<file path="config.mk">
export PLATFORM = sky130hd
export DESIGN_NAME = rr_scheduler
export DESIGN_NICKNAME = d
export VERILOG_FILES = /design/src/rtl/rr_scheduler.sv
export SDC_FILE = /design/constraint.sdc
export NUM_CORES = 2
export LEC_CHECK = 0
export ABC_AREA = 1
export CORE_AREA = 8 8 415 417
export CTS_BUF_LIST = sky130_fd_sc_hd__clkbuf_4 sky130_fd_sc_hd__clkbuf_8
export DETAILED_ROUTE_END_ITERATION = 10
export DIE_AREA = 0 0 423 425
export HOLD_SLACK_MARGIN = 0.1
export SYNTH_ARGS = -nofsm -noshare
export SYNTH_HDL_FRONTEND = slang
export SYNTH_SLANG_ARGS = --single-unit
</file>
<file path="constraint.sdc">
create_clock -name clk -period 16.83 [get_ports clk]
set_input_delay 3.366 -clock clk [delete_from_list [all_inputs] [get_ports clk]]
set_output_delay 3.366 -clock clk [all_outputs]
set_load 0.05 [all_outputs]
</file>
<file path="src/rtl/rr_scheduler.sv">
// ---------------------------------------------------------------------------
// rr_scheduler
//
// Moves packets from an N_PORTS x N_PORTS matrix of input RAMs into
// N_PORTS output RAMs. Input RAM [j][i] carries words from source j that
// are destined for output i. A zero word marks the end of a packet.
//
// Each output runs its own small IDLE/LOCKED machine:
//   - In IDLE it picks a source with a non-empty RAM and a non-zero head
//     word. The search is round-robin, starting just after the last source
//     served.
//   - In LOCKED it stays on that source until the zero delimiter has been
//     copied. It stalls whenever the source RAM runs dry.
//
// A shared phase counter spaces the transfers READ_WAIT cycles apart. The
// RAM read data settles during those idle cycles, after the read address
// has moved.
//
// Ports:
//   clk         rising-edge clock for all state
//   reset       asynchronous, active-high; clears all state
//   enable      advances the scheduler; all state holds while low
//   inp         read data of input RAM [j][i]
//   in_wr_add   write pointer of input RAM [j][i]
//   in_rd_add   read pointer of input RAM [j][i] (owned by this block)
//   in_rden     read enable of every input RAM
//   outp        word presented to output RAM i
//   out_wr      one-cycle write strobe for output RAM i
//   busy        output i is locked to a source
//   grant_src   source currently or most recently served by output i
//   total_time  enabled cycles with any data pending (saturating)
// ---------------------------------------------------------------------------
module rr_scheduler #(
   parameter int N_PORTS   = 4,
   parameter int DATA_W    = 32,
   parameter int ADDR_W    = 12,
   parameter int READ_WAIT = 2,
   localparam int SRC_W    = (N_PORTS > 1) ? $clog2(N_PORTS) : 1
) (
   input  logic              clk,
   input  logic              reset,
   input  logic              enable,
   input  logic [DATA_W-1:0] inp        [N_PORTS][N_PORTS],
   input  logic [ADDR_W-1:0] in_wr_add  [N_PORTS][N_PORTS],
   output logic [ADDR_W-1:0] in_rd_add  [N_PORTS][N_PORTS],
   output logic              in_rden    [N_PORTS][N_PORTS],
   output logic [DATA_W-1:0] outp       [N_PORTS],
   output logic              out_wr     [N_PORTS],
   output logic              busy       [N_PORTS],
   output logic [SRC_W-1:0]  grant_src  [N_PORTS],
   output logic [31:0]       total_time
);

   localparam int PH_W = (READ_WAIT > 0) ? $clog2(READ_WAIT + 1) : 1;

   typedef enum logic {
      IDLE,
      LOCKED
   } state_t;

   state_t              state      [N_PORTS];
   state_t              state_next [N_PORTS];

   logic [PH_W-1:0]     phase;
   logic                xfer_phase;
   logic                pending;

   logic                pick_valid [N_PORTS];
   logic [SRC_W-1:0]    pick_src   [N_PORTS];

   logic                move       [N_PORTS];
   logic [SRC_W-1:0]    move_src   [N_PORTS];
   logic [DATA_W-1:0]   move_word  [N_PORTS];

   // Only the last phase of each READ_WAIT+1 cycle window may move data.
   // An earlier move would copy RAM read data that has not yet settled
   // after the previous address change.
   assign xfer_phase = enable && (phase == PH_W'(READ_WAIT));

   // The phase counter runs 0..READ_WAIT and then wraps. It freezes with
   // enable so that a paused scheduler resumes on the same phase.
   always_ff @(posedge clk or posedge reset) begin
      if (reset) begin
         phase <= '0;
      end else if (enable) begin
         if (phase == PH_W'(READ_WAIT)) begin
            phase <= '0;
         end else begin
            phase <= phase + PH_W'(1);
         end
      end
   end

   // Data counts as pending when any read pointer is strictly behind its
   // write pointer. total_time uses this to measure how long the scheduler
   // spends with work outstanding.
   always_comb begin
      pending = 1'b0;
      for (int j = 0; j < N_PORTS; j++) begin
         for (int i = 0; i < N_PORTS; i++) begin
            if (in_rd_add[j][i] < in_wr_add[j][i]) begin
               pending = 1'b1;
            end
         end
      end
   end

   // total_time sticks at all-ones rather than wrapping. A long run then
   // reads as "very long" instead of silently restarting from a small
   // number.
   always_ff @(posedge clk or posedge reset) begin
      if (reset) begin
         total_time <= '0;
      end else if (enable && pending && (total_time != '1)) begin
         total_time <= total_time + 32'd1;
      end
   end

   // Round-robin search per output. The scan starts at grant_src+1 and
   // stops at the first source that qualifies. A source qualifies when its
   // RAM holds unread words and its head word is non-zero. A zero head
   // word is a bare delimiter, and granting it would open an empty packet.
   always_comb begin : arbitrate
      logic [SRC_W-1:0] sel;
      sel = '0;
      for (int i = 0; i < N_PORTS; i++) begin
         pick_valid[i] = 1'b0;
         pick_src[i]   = grant_src[i];
         for (int k = 1; k <= N_PORTS; k++) begin
            sel = SRC_W'((int'(grant_src[i]) + k) % N_PORTS);
            if (!pick_valid[i] &&
                (inp[sel][i] != '0) &&
                (in_rd_add[sel][i] < in_wr_add[sel][i])) begin
               pick_valid[i] = 1'b1;
               pick_src[i]   = sel;
            end
         end
      end
   end

   // FSM state register, one machine per output. Each machine moves only
   // on a transfer phase, so enable low freezes all of them.
   always_ff @(posedge clk or posedge reset) begin
      if (reset) begin
         for (int i = 0; i < N_PORTS; i++) begin
            state[i] <= IDLE;
         end
      end else begin
         for (int i = 0; i < N_PORTS; i++) begin
            state[i] <= state_next[i];
         end
      end
   end

   // FSM output logic. This block decides whether output i moves a word
   // this cycle, and from which source.
   // - In IDLE, the arbiter's choice is used, so the first word moves in
   //   the same cycle as the grant.
   // - In LOCKED, the move happens only when the source RAM still has
   //   unread words. Inequality is used instead of less-than so that a
   //   write pointer that has wrapped past zero still counts as "data
   //   available".
   // Every input RAM is read-enabled whenever the scheduler runs.
   always_comb begin
      for (int i = 0; i < N_PORTS; i++) begin
         move[i]     = 1'b0;
         move_src[i] = grant_src[i];
         busy[i]     = (state[i] == LOCKED);
         if (xfer_phase) begin
            case (state[i])
               IDLE: begin
                  if (pick_valid[i]) begin
                     move[i]     = 1'b1;
                     move_src[i] = pick_src[i];
                  end
               end
               LOCKED: begin
                  if (in_rd_add[grant_src[i]][i] != in_wr_add[grant_src[i]][i]) begin
                     move[i] = 1'b1;
                  end
               end
               default: begin
                  move[i] = 1'b0;
               end
            endcase
         end
         move_word[i] = inp[move_src[i]][i];
      end
      for (int j = 0; j < N_PORTS; j++) begin
         for (int i = 0; i < N_PORTS; i++) begin
            in_rden[j][i] = enable && !reset;
         end
      end
   end

   // FSM next-state logic. Moving a non-zero word leaves the machine in
   // LOCKED, which also covers the grant taken from IDLE. Moving the zero
   // delimiter releases the output, and the next transfer phase runs a
   // new arbitration.
   always_comb begin
      for (int i = 0; i < N_PORTS; i++) begin
         state_next[i] = state[i];
         if (move[i]) begin
            if (move_word[i] == '0) begin
               state_next[i] = IDLE;
            end else begin
               state_next[i] = LOCKED;
            end
         end
      end
   end

   // Datapath registers for each output.
   // - On a move: capture the word, pulse out_wr for one cycle, record the
   //   serving source, and advance that source's read pointer. The pointer
   //   wraps naturally at 2^ADDR_W.
   // - Otherwise: drop the strobe and hold outp.
   // Reset puts grant_src at the last source, so source 0 is scanned
   // first after reset.
   always_ff @(posedge clk or posedge reset) begin
      if (reset) begin
         for (int i = 0; i < N_PORTS; i++) begin
            outp[i]      <= '0;
            out_wr[i]    <= 1'b0;
            grant_src[i] <= SRC_W'(N_PORTS - 1);
            for (int j = 0; j < N_PORTS; j++) begin
               in_rd_add[j][i] <= '0;
            end
         end
      end else begin
         for (int i = 0; i < N_PORTS; i++) begin
            out_wr[i] <= 1'b0;
            if (move[i]) begin
               outp[i]                   <= move_word[i];
               out_wr[i]                 <= 1'b1;
               grant_src[i]              <= move_src[i];
               in_rd_add[move_src[i]][i] <= in_rd_add[move_src[i]][i] + ADDR_W'(1);
            end
         end
      end
   end

endmodule

</file>
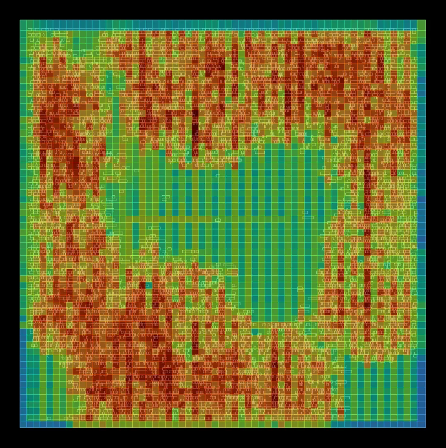
Figure 1: track usage over the die.
met1 Resource Use GR: 32.41%
routed wire length per instance: 22.60 um
Total Routing Usage GR: 27.36%
Top Usage Layer GRT: met2

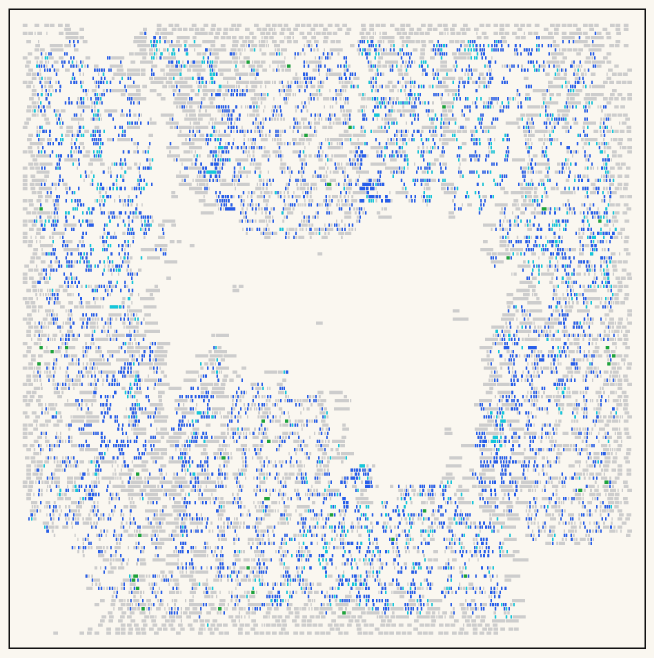
Figure 2: logic cells by family.
(1.5 px per um)
colour	family	cells	most used	where
green	AND-OR and OR-AND gates	38	a21o_1	widely spread
cyan	NOR gates	785	nor2_1	widely spread
blue	NAND gates	3686	nand2_1	widely spread

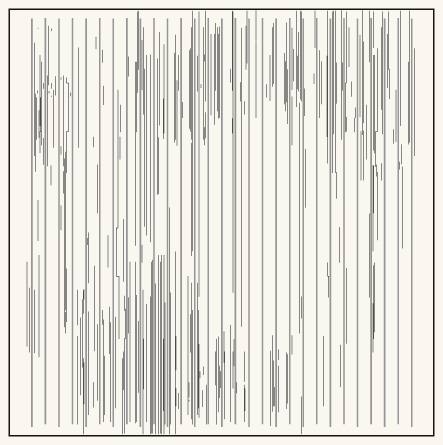
Figure 3: metal 4.
(1 px per um) Supply wires on this layer in grey.
share of all routed wire	6.9%
nets with wire on the layer	230
longest straight run	299 um
wire length on this layer	18200 um

==> flow_summary_export.csv <==
group,metric,value,unit
setup_path,crit_top_cell,"clkdlybuf4s50_1",
clock_tree,cts_resized,0,
routing,top_layer,"met5",
worst_hold_path,hold_depth,2,
final_layout,layout_top_cells,"2984 x nand2_1, 1212 x o21ai_0, 1090 x clkdlybuf4s50_1",
floorplanning,die_w,423,um
final_timing,hold_violations,0,
final_timing,fmax,105.9,MHz
synth,synthArstFlopShare,100.0,%
synth,syn_area,48270,um^2
worst_hold_path,hold_path_end,"outp[34]",
setup_path,r2r_cells,22,
synth,synth.yosys.seq_area_share,19.20,%
pwr,power_leakage,0.03083,uW
final_timing,tightest_slew,1147,ps
clock_tree,cts_buffers,81,
final_timing,worst_clock_skew,91.41,ps
setup_path,worstPathRequired,13460,ps
placed_design,port_buffers,1090,
routing,drtAntennaViolNets,0,
pwr,p_per_area,195.5,nW/um^2
pwr,ir_drop,0.1267,mV
final_layout,finalNetCount,10386,
floorplanning,floorplan.core_util,29.09,%
synth,yosysUniqueCellTypes,72,
worst_hold_path,hold_path.class,"flip-flop to flip-flop",
synth,syn_area_per_cell,5.654,um^2
setup_path,critPathTopFamily,"buffers and inverters",
setup_path,endpoint_kind,"output pin",
global_routing,grt_pass1_wl,375000,um
setup_path,crit_path_max_incr_delay,970,ps
floorplanning,placeableCoreArea,165900,um^2
routing,viasPerCell,5.153,
final_layout,fill_cells,18244,
final_timing,slew_viol_final,0,
routing,wl_met2,122600,um
setup_path,start_kind,"primary input",
global_routing,grt_pass1_vias,55651,
synth,top_area_share,23.21,%
synth,largest_area_cell,"nand2_1",
setup_path,timing.rr.end,"in_rd_add[136]",
final_timing,setup_tns,0,ps
clock_tree,hold_buffers,0,
clock_tree,clockBufferDepth,3,
final_layout,flop_area,9284,um^2
setup_path,reg2reg_setup_slack,8620,ps
routing,drt-total-wl,262500,um
run,tool_warnings,47,
setup_path,critical_path_buf_inv_count,3,
final_timing,rsz0062_at_grt,"no",
setup_path,crit_fanout,16,
placed_design,place_congestion,0.9911,
routing,m1WireLength,102300,um
synth,syn_nets,9604,
synth,ff_type,"dfrtp_1",
final_timing,period_needed,9441,ps
global_routing,overflow,0,
routing,drc,0,
clock_tree,cts_tree,"built",
synth,synth-edff-count,0,
placed_design,hpwl,212900,um
clock_tree,clock_latency,780,ps
routing,drt_iter0_markers,5863,
synth,ys.flops,370,
final_timing,setup_viol,0,
global_routing,grt_antenna_before_repair,38,
clock_tree,htree_levels,3,
final_layout,mi_logic_area,32700,um^2
outcome,status,"completed",
clock_tree,cts-root-buf,"clkbuf_8",
synth,yosysCellCount,8536,
routing,first_pass_iters,6,
synth,topCellsByArea,"nand2_1 23%, dfrtp_1 19%, o21ai_0 13%",
floorplanning,die_area,179800,um^2
clock_tree,path_clk_slew,50,ps
final_timing,period_used_share,56.10,%
clock_tree,clock-sinks,370,
setup_path,timing.rr.start,"grant_src[6]",
synth,synth_cells,8536,
final_layout,area_growth,28.73,%
final_timing,worst_slack,7389,ps
routing,wl_met3,19260,um
synth,yosys_warnings,0,
setup_path,path_cells,"clkdlybuf4s50_1 > inv_1 > nor2_1 > clkdlybuf4s50_1",
final_layout,drive_above_1_share,3.593,%
final_layout,layout.cells.most_common,"nand2_1",
floorplanning,die_y,425,um
final_timing,maxSlewHeadroom,23.55,%
floorplanning,ioPinCount,1091,
-- registers in the layout (all words and copies together), names as in the netlist --
register	cells
grant_src	8
in_rd_add	192
busy	4
out_wr	4
total_time	32
outp	128
phase	2
-- synth_stat cells (14+ instances only) --
library cell,count
nand2_1,2984
o21ai_0,1212
inv_1,1057
nor2_1,679
nand3_1,528
dfrtp_1,362
ha_1,361
clkbuf_1,192
a21oi_1,168
buf_2,160
nand4_1,111
o21ai_1,85
a31oi_1,84
o211ai_1,79
nor3_1,72
buf_4,49
xor2_1,32
a211oi_1,30
buf_6,30
nand2_2,28
inv_2,25
a21o_1,20
buf_1,18
nand3b_1,14
nor2_2,14
-- tightest hold or removal path: cells and delay by family (launching register included) --
kind	cells	cell delay, ps
DFF	1	340
and+or+nand+nor	2	100
-- report_power, final --
| group | switching, uW | internal [uW] |
|---|---|---|
| clock | 522 | 707 |
| sequential | 720 | 1240 |
| combinational | 6200 | 2750 |
-- cell families after synthesis --
| kind of cell | after synthesis | synth area share (%) |
|---|---|---|
| compound gates | 1729 | 19.15 |
| xor+xnor | 48 | 0.9566 |
| fa+ha+maj | 361 | 9.358 |
| buf+inv | 1532 | 13.20 |
| flops | 370 | 19.20 |
| mux | 2 | 0.04148 |
| simple gates | 4494 | 38.09 |
-- worst max path at each step --
stage | start | to | slack [ps] | depth (start not counted)
finish | enable | in_rden[8] | 7390 | 4
global route | enable | in_rden[6] | 7290 | 4
CTS | enable | in_rden[15] | 7440 | 4
detailed placement | enable | in_rd_add[172] | 7020 | 14
global placement | enable | in_rd_add[171] | 7190 | 15
floorplan | reset | busy[0] | 3200 | 1
-- per-stage QoR --
stage / util (%) / total power (uW) / cells / cell area, um^2 / hold WS [ps]
3_5_place_dp: 36.26 / 10810 / 11439 / 60160 / 464.5
5_1_grt: 37.44 / 13190 / 11608 / 62120 / 500.9
2_1_floorplan: - / 7851 / 8536 / 48270 / 463.6
3_3_place_gp: 36.26 / 10720 / 11439 / 60160 / 461.3
4_1_cts: 37.41 / 12110 / 11583 / 62060 / 480.5
6_report: 37.45 / 12150 / 11611 / 62130 / 475.6
-- layout make-up --
type	instances	area share [%]
Inverter	1082	6.549
Clock inverter	30	0.6887
Multi-Input combinational cell	6634	52.63
Tap cell	2204	4.438
Sequential cell	370	14.94
Timing Repair Buffer	1149	18.27
Clock buffer	114	2.364
Antenna cell	28	0.1128
-- layer usage --
layer,track usage [%],vias to the layer above
li1,-,29088
met1,32.41,27512
met2,46.22,2672
met3,4.820,551
met4,16.42,12
met5,0,-
No activity file was given, so power comes from the tool's default toggle rates.
